==> config.mk <==
export PLATFORM = sky130hd
export DESIGN_NAME = tlb_sequencer
export DESIGN_NICKNAME = d
export VERILOG_FILES = /design/src/rtl/tlb_pkg.sv /design/src/rtl/tlb_random.sv /design/src/rtl/tlb_sequencer.sv
export SDC_FILE = /design/constraint.sdc
export NUM_CORES = 1
export LEC_CHECK = 0
export CAP_MARGIN = 20
export CORE_AREA = 2 2 206 208
export DETAILED_ROUTE_END_ITERATION = 16
export DIE_AREA = 0 0 208 210
export HOLD_SLACK_MARGIN = 0.15
export MAX_ROUTING_LAYER = met4
export PLACE_DENSITY = 0.53
export SLEW_MARGIN = 10
export SYNTH_ARGS = -nofsm -noshare
export SYNTH_HDL_FRONTEND = slang
export SYNTH_HIERARCHICAL = 1
export SYNTH_SLANG_ARGS = --single-unit
==> constraint.sdc <==
create_clock -name clk -period 5.67 [get_ports clk]
set_input_delay 0.8505 -clock clk [delete_from_list [all_inputs] [get_ports clk]]
set_output_delay 0.8505 -clock clk [all_outputs]
set_load 0.05 [all_outputs]
==> src/rtl/tlb_pkg.sv <==
// tlb_pkg: TLB sizes, packed entry layout, op/state encodings and pack/unpack/match helpers
package tlb_pkg;
  localparam int TLB_ENTRIES = 32;
  localparam int TLB_IDX_W = $clog2(TLB_ENTRIES);
  localparam int TLB_ENTRY_W = 94;
  localparam int LO1_LSB = 0;
  localparam int LO0_LSB = 25;
  localparam int G_BIT = 50;
  localparam int ASID_LSB = 51;
  localparam int VPN2_LSB = 59;
  localparam int MASK_LSB = 78;
  typedef enum logic [1:0] {OP_NONE, OP_TLBR, OP_TLBWI, OP_TLBWR} tlb_op_t;
  typedef enum logic [1:0] {S_IDLE, S_READ, S_PROBE} tlb_seq_state_t;
  typedef struct packed {
    logic [31:0] hi;
    logic [31:0] lo0;
    logic [31:0] lo1;
    logic [31:0] pm;
  } tlb_regs_t;
  function automatic logic [TLB_ENTRY_W-1:0] tlb_pack(input logic [15:0] mask, input logic [18:0] vpn2,
                                                      input logic [7:0] asid, input logic [25:0] lo0,
                                                      input logic [25:0] lo1);
    logic [TLB_ENTRY_W-1:0] e;
    e = '0;
    e[MASK_LSB +: 16] = mask;
    e[VPN2_LSB +: 19] = vpn2;
    e[ASID_LSB +: 8] = asid;
    e[G_BIT] = lo0[0] & lo1[0];
    e[LO0_LSB +: 25] = lo0[25:1];
    e[LO1_LSB +: 25] = lo1[25:1];
    return e;
  endfunction
  // G is stored once and replicated into bit 0 of both EntryLo registers
  function automatic tlb_regs_t tlb_unpack(input logic [TLB_ENTRY_W-1:0] e);
    tlb_regs_t r;
    r.hi = {e[VPN2_LSB +: 19], 5'b0, e[ASID_LSB +: 8]};
    r.lo0 = {6'b0, e[LO0_LSB +: 25], e[G_BIT]};
    r.lo1 = {6'b0, e[LO1_LSB +: 25], e[G_BIT]};
    r.pm = {3'b0, e[MASK_LSB +: 16], 13'b0};
    return r;
  endfunction
  function automatic logic tlb_match(input logic [15:0] e_mask, input logic [18:0] e_vpn2,
                                     input logic [7:0] e_asid, input logic e_g,
                                     input logic [18:0] vpn2, input logic [7:0] asid);
    return (((e_vpn2 ^ vpn2) & ~{3'b0, e_mask}) == '0) && (e_g || e_asid == asid);
  endfunction
endpackage

==> src/rtl/tlb_random.sv <==
// tlb_random: CP0 Random counter, counting down from the top entry and wrapping at Wired
module tlb_random
  import tlb_pkg::*;
#(
  parameter int IDX_W = TLB_IDX_W
) (
  input  logic             clk,
  input  logic             rst,
  input  logic             advance,
  input  logic [IDX_W-1:0] wired,
  input  logic             wiredWrite,
  output logic [IDX_W-1:0] random
);
  localparam logic [IDX_W-1:0] TOP = '1;
  logic [IDX_W-1:0] random_d;
  assign random_d = (wiredWrite || (advance && random == wired)) ? TOP : advance ? random - 1'b1 : random;
  always_ff @(posedge clk) begin
    random <= rst ? TOP : random_d;
  end
endmodule

==> src/rtl/tlb_sequencer.sv <==
// tlb_sequencer: sequences TLBR/TLBWI/TLBWR/TLBP against the TLB entry RAM and owns Random
module tlb_sequencer
  import tlb_pkg::*;
#(
  parameter int ENTRIES = TLB_ENTRIES,
  parameter int ENTRY_W = TLB_ENTRY_W
) (
  input  logic                        clk,
  input  logic                        rst,
  input  logic [1:0]                  tlbOp,
  input  logic                        tlbProbe,
  input  logic [31:0]                 regIndexIn,
  input  logic [31:0]                 regEntryHiIn,
  input  logic [31:0]                 regEntryLo0In,
  input  logic [31:0]                 regEntryLo1In,
  input  logic [31:0]                 regPageMaskIn,
  input  logic [$clog2(ENTRIES)-1:0]  regWiredIn,
  input  logic                        regWiredWrite,
  output logic                        stall,
  output logic [$clog2(ENTRIES)-1:0]  regRandomOut,
  output logic                        rdDone,
  output logic [31:0]                 rdEntryHi,
  output logic [31:0]                 rdEntryLo0,
  output logic [31:0]                 rdEntryLo1,
  output logic [31:0]                 rdPageMask,
  output logic                        probeDone,
  output logic [31:0]                 probeIndex,
  output logic [$clog2(ENTRIES)-1:0]  tlbAddr,
  output logic                        tlbRe,
  output logic                        tlbWe,
  output logic [ENTRY_W-1:0]          tlbWdata,
  input  logic [ENTRY_W-1:0]          tlbRdata,
  output logic                        uTlbFlush
);
  localparam int IDX_W = $clog2(ENTRIES);
  tlb_seq_state_t state_q, state_d;
  logic [IDX_W-1:0] ptr_q;
  logic flush_q;
  logic [31:0] probe_q;
  tlb_regs_t rd_q, rd_now;
  logic [TLB_ENTRY_W-1:0] rdata;
  logic idle, probing, hit, busy, unused_bits;
  assign rdata = TLB_ENTRY_W'(tlbRdata);
  assign idle = ~rst & (state_q == S_IDLE);
  assign probing = ~rst & (state_q == S_PROBE);
  // ptr_q is the entry whose read data is arriving this cycle; the next entry is addressed alongside
  assign hit = probing & tlb_match(rdata[MASK_LSB +: 16], rdata[VPN2_LSB +: 19], rdata[ASID_LSB +: 8],
                                   rdata[G_BIT], regEntryHiIn[31:13], regEntryHiIn[7:0]);
  assign probeDone = hit | (probing & (ptr_q == IDX_W'(ENTRIES - 1)));
  assign rdDone = ~rst & (state_q == S_READ);
  assign busy = (idle & (tlbProbe | (tlbOp == OP_TLBR))) | (probing & ~probeDone);
  assign stall = busy;
  assign tlbRe = busy;
  assign tlbWe = idle & tlbOp[1];
  assign tlbAddr = probing ? ptr_q + 1'b1 : tlbProbe ? '0 : (tlbOp == OP_TLBWR) ? regRandomOut : regIndexIn[IDX_W-1:0];
  assign tlbWdata = ENTRY_W'(tlb_pack(regPageMaskIn[28:13], regEntryHiIn[31:13], regEntryHiIn[7:0],
                                      regEntryLo0In[25:0], regEntryLo1In[25:0]));
  assign rd_now = tlb_unpack(rdata);
  assign {rdEntryHi, rdEntryLo0, rdEntryLo1, rdPageMask} = rdDone ? rd_now : rd_q;
  assign probeIndex = probeDone ? {~hit, 31'(hit ? ptr_q : '0)} : probe_q;
  assign uTlbFlush = flush_q;
  assign state_d = idle ? (tlbProbe ? S_PROBE : (tlbOp == OP_TLBR) ? S_READ : S_IDLE)
                 : (probing & ~probeDone) ? S_PROBE : S_IDLE;
  assign unused_bits = ^{regIndexIn[31:IDX_W], regEntryHiIn[12:8], regEntryLo0In[31:26],
                         regEntryLo1In[31:26], regPageMaskIn[31:29], regPageMaskIn[12:0]};
  always_ff @(posedge clk) begin
    if (rst) begin
      state_q <= S_IDLE;
      ptr_q <= '0;
      flush_q <= 1'b0;
      rd_q <= '0;
      probe_q <= '0;
    end else begin
      state_q <= state_d;
      ptr_q <= probing ? ptr_q + 1'b1 : '0;
      flush_q <= tlbWe;
      if (rdDone) rd_q <= rd_now;
      if (probeDone) probe_q <= probeIndex;
    end
  end
  tlb_random #(.IDX_W(IDX_W)) u_random (
    .clk       (clk),
    .rst       (rst),
    .advance   (~stall),
    .wired     (regWiredIn),
    .wiredWrite(regWiredWrite),
    .random    (regRandomOut)
  );
endmodule

==> deck_impl_summary.md, run 1 <==
Key Metrics from the Run

Finish
  • Final net count: 1,446
  • CLK BUF: 20
  • Layout cells sized above 1: 4.618%
  • Invs w/o clock: 3
  • Flop share of the area: 29.62%
  • Max FFs per register: 128
  • Most frequent logic cell in the layout: clkdlybuf4s50_1
  • Signal buf overhead: 30.29%
  • Non-Clock Buffer Count: 356
  • Diodes inserted: 1
  • Layout Cells excl Fill: 1,731
  • Design area: 11,690 um^2

Clock tree
  • CTS root buffer: clkbuf_16
  • Worst skew pair latency: 0.45 ns
  • Maximum clock path buffer count: 2

Min path
  • Cells on Worst Hold Path: 2
  • HP Start: rd_q[127]
  • WHS Endpoint: rd_q[127]

Critical path
  • CP arrival: 3.98 ns
  • CP Depth: 9
  • Delay-heaviest family, CP: buffers and inverters
  • CP endpoint: probeIndex[24]

Logic synthesis
  • Compound Share, Synth: 8.099%
  • Dominant cell area share: 44.04%
  • Count of library flops with an enable pin: 0
  • Floorplan Nets: 1,222
  • Yosys cell count: 954
  • Area share of and/or/nand/nor cells after synthesis: 28.42%
  • Main logic family: simple AND/OR/NAND/NOR gates
  • Top cells by area: dfxtp_1 (44%), nand2_1 (14%), buf_4 (9.3%), a21oi_1 (6.1%), nor3b_1 (3.1%)

STA
  • Slew @ Worst Pin: 0.7709 ns
  • Fin crit share: 85.13%
  • Hold slack: 0.4620 ns
  • Endpoints failing setup: 0
  • Fin. Hold Viols: 0
  • Fin. max-slew vios: 0
  • Relative slew margins: 48.61%

Pwr
  • Internal power: 2.055 mW
  • Sw Share: 26.60%
  • Top pwr grp: registers
  • P_sw: 744.7 uW
  • Seq group: 1.23 mW
  • P_comb: 377 uW
  • Clk pwr share: 42.5%

Floorplan
  • FP Rows: 75
  • Tap Count: 539

Drt
  • DRT Wirelength: 25.08 mm
  • Highest Signal Layer: met4
  • DRT met1 WL: 10.67 mm

Flow run
  • Max Cap Viol: 0
  • OpenROAD warnings: 86

Placed design
  • Final GP Congestion: 0.8008
  • Post-DP Area: 11,110 um^2
  • Number of port buffers: 342
  • Placed Cells incl. Taps: 1,698
  • Hpwl dp: 18.30 mm

GRT
  • Met3 usage: 3.382%
  • Met2 GRT Util: 18.79%
  • Initial antenna violation count: 0
  • GR met1 Demand/Resource: 13.29%
  • All-layer global routing usage: 11.53%

Status
  • Outcome: complete, no violations
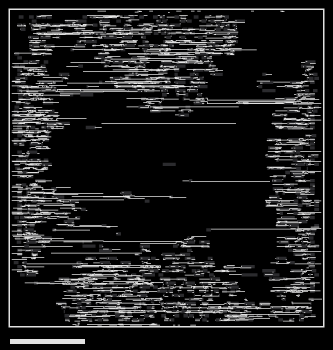
run_1/layer_met1.png
Bar = 50 um. Cells faint in the background.
The longest straight run is 89.2 um. The layer carries 10,700 um of wire. The wires run mostly horizontal. The layer holds 43% of the routed length.

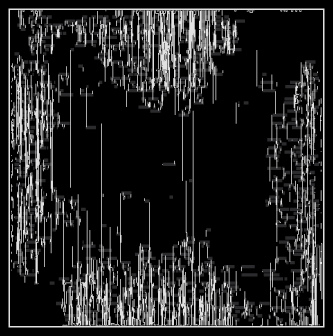
run_1/layer_met2.png
Cells faint in the background.
1,183 nets have wire on it. The layer carries 12,300 um of wire. The longest straight run is 117 um. The layer holds 49% of the routed length. The wires run mostly vertical.

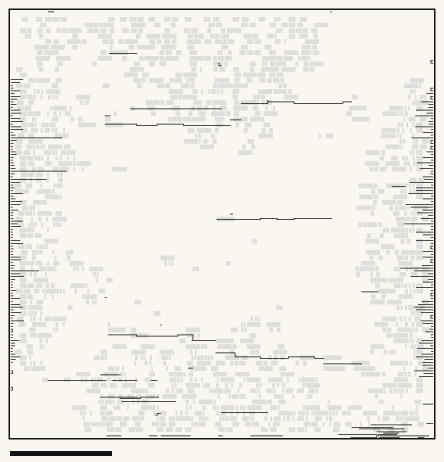
run_1/layer_met3.png
Bar = 50 um. Cells faint in the background.
The layer holds 6.1% of the routed length. The layer carries 1,530 um of wire. 217 nets have wire on it.

==> run 2, diff against run 1 <==
Settings changed: CTS_CLUSTER_SIZE set to 16.
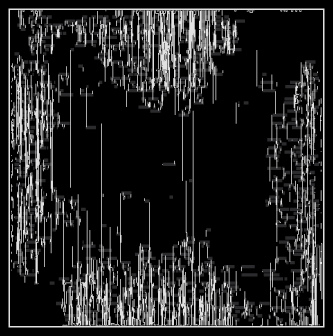
run_2/layer_met2.png
Cells faint in the background.
The wires run mostly vertical. The layer carries 12,300 um of wire. The layer holds 49% of the routed length.

==> deck_impl_summary.md, run 2 <==
Key Metrics from the Run

Finish
  • Signal buf overhead: 30.29%
  • Final core utilization: 28.19%
  • Flop share of the area: 29.62%
  • Top flop regs: rd_q (128), probe_q (32)
  • Most frequent logic cell in the layout: clkdlybuf4s50_1
  • Final net count: 1,446
  • Invs w/o clock: 3
  • Max FFs per register: 128
  • CLK BUF: 20
  • Non-Clock Buffer Count: 356
  • Diodes inserted: 1
  • Design area: 11,690 um^2
  • Layout cells sized above 1: 4.618%

Min path
  • HP Start: rd_q[127]
  • Cells on Worst Hold Path: 2
  • WHS Endpoint: rd_q[127]
  • Hold Crit Class: flip-flop to flip-flop

STA
  • Slew @ Worst Pin: 0.7709 ns
  • Hold slack: 0.4620 ns
  • Min Tclk post-route: 4.827 ns
  • Fin crit share: 85.13%
  • Fin. max-slew vios: 0
  • Fin. Hold Viols: 0
  • Relative slew margins: 48.61%
  • Endpoints failing setup: 0
  • RSZ-0062 raised after global routing: no

Floorplan
  • Tap Count: 539
  • FP Rows: 75
  • Vert. Die Dim: 210 um
  • Die width: 208 um

Placed design
  • Placed Cells incl. Taps: 1,698
  • Number of port buffers: 342
  • Post-DP Area: 11,110 um^2
  • Hpwl dp: 18.30 mm
  • Final GP Congestion: 0.8008

GRT
  • GR met1 Demand/Resource: 13.29%
  • Met3 usage: 3.382%
  • Met2 GRT Util: 18.79%
  • Initial antenna violation count: 0
  • All-layer global routing usage: 11.53%

Critical path
  • CP Depth: 9
  • CP endpoint: probeIndex[24]
  • Critical path origin: regEntryHiIn[18]
  • Flop-to-flop setup slack: 2.45 ns
  • Delay-heaviest family, CP: buffers and inverters
  • CP required: 4.82 ns
  • CP arrival: 3.98 ns
  • Critical path endpoint category: output pin

Logic synthesis
  • Floorplan Nets: 1,222
  • Synthesized area per cell: 8.243 um^2
  • Ys async rst share: 0%
  • #FFs+latches synth: 173
  • Commonest flop: dfxtp_1
  • Adder share: 0.4773%
  • Dominant cell area share: 44.04%
  • Count of library flops with an enable pin: 0
  • Compound Share, Synth: 8.099%
  • Area share of and/or/nand/nor cells after synthesis: 28.42%
  • Warnings from Yosys: 6
  • Main logic family: simple AND/OR/NAND/NOR gates
  • Top cells by area: dfxtp_1 (44%), nand2_1 (14%), buf_4 (9.3%), a21oi_1 (6.1%), nor3b_1 (3.1%)
  • Yosys cell count: 954
  • Seq share, synth: 44.04%
  • Synthesized instance count: 954

Drt
  • Final ANT Viol Nets: 0
  • DRT Wirelength: 25.08 mm
  • Vias: 6,918
  • Highest Signal Layer: met4
  • DRT met1 WL: 10.67 mm

Pwr
  • Power Clock: 1.19 mW
  • P_comb: 377 uW
  • Sw Share: 26.60%
  • P_sw: 744.7 uW
  • Max VDD drop: 149.9 uV
  • Top pwr grp: registers
  • Internal power: 2.055 mW
  • Clk pwr share: 42.5%
  • Sequential share of power: 44.0%
  • Seq group: 1.23 mW

Clock tree
  • Post-CTS Setup Inserts: 0
  • CTS root buffer: clkbuf_16
  • Maximum clock path buffer count: 2
  • Worst skew pair latency: 0.45 ns

Flow run
  • Max Cap Viol: 0
  • OpenROAD warnings: 86

Status
  • Outcome: complete, no violations
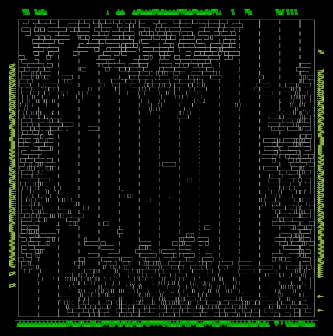
run_2/placement.png
Layout Cells excl Fill: 1,731
Seq cells: 173
Core ar.: 41,480 um^2

Power figures rest on the tool's default switching activity, not on a simulated workload.
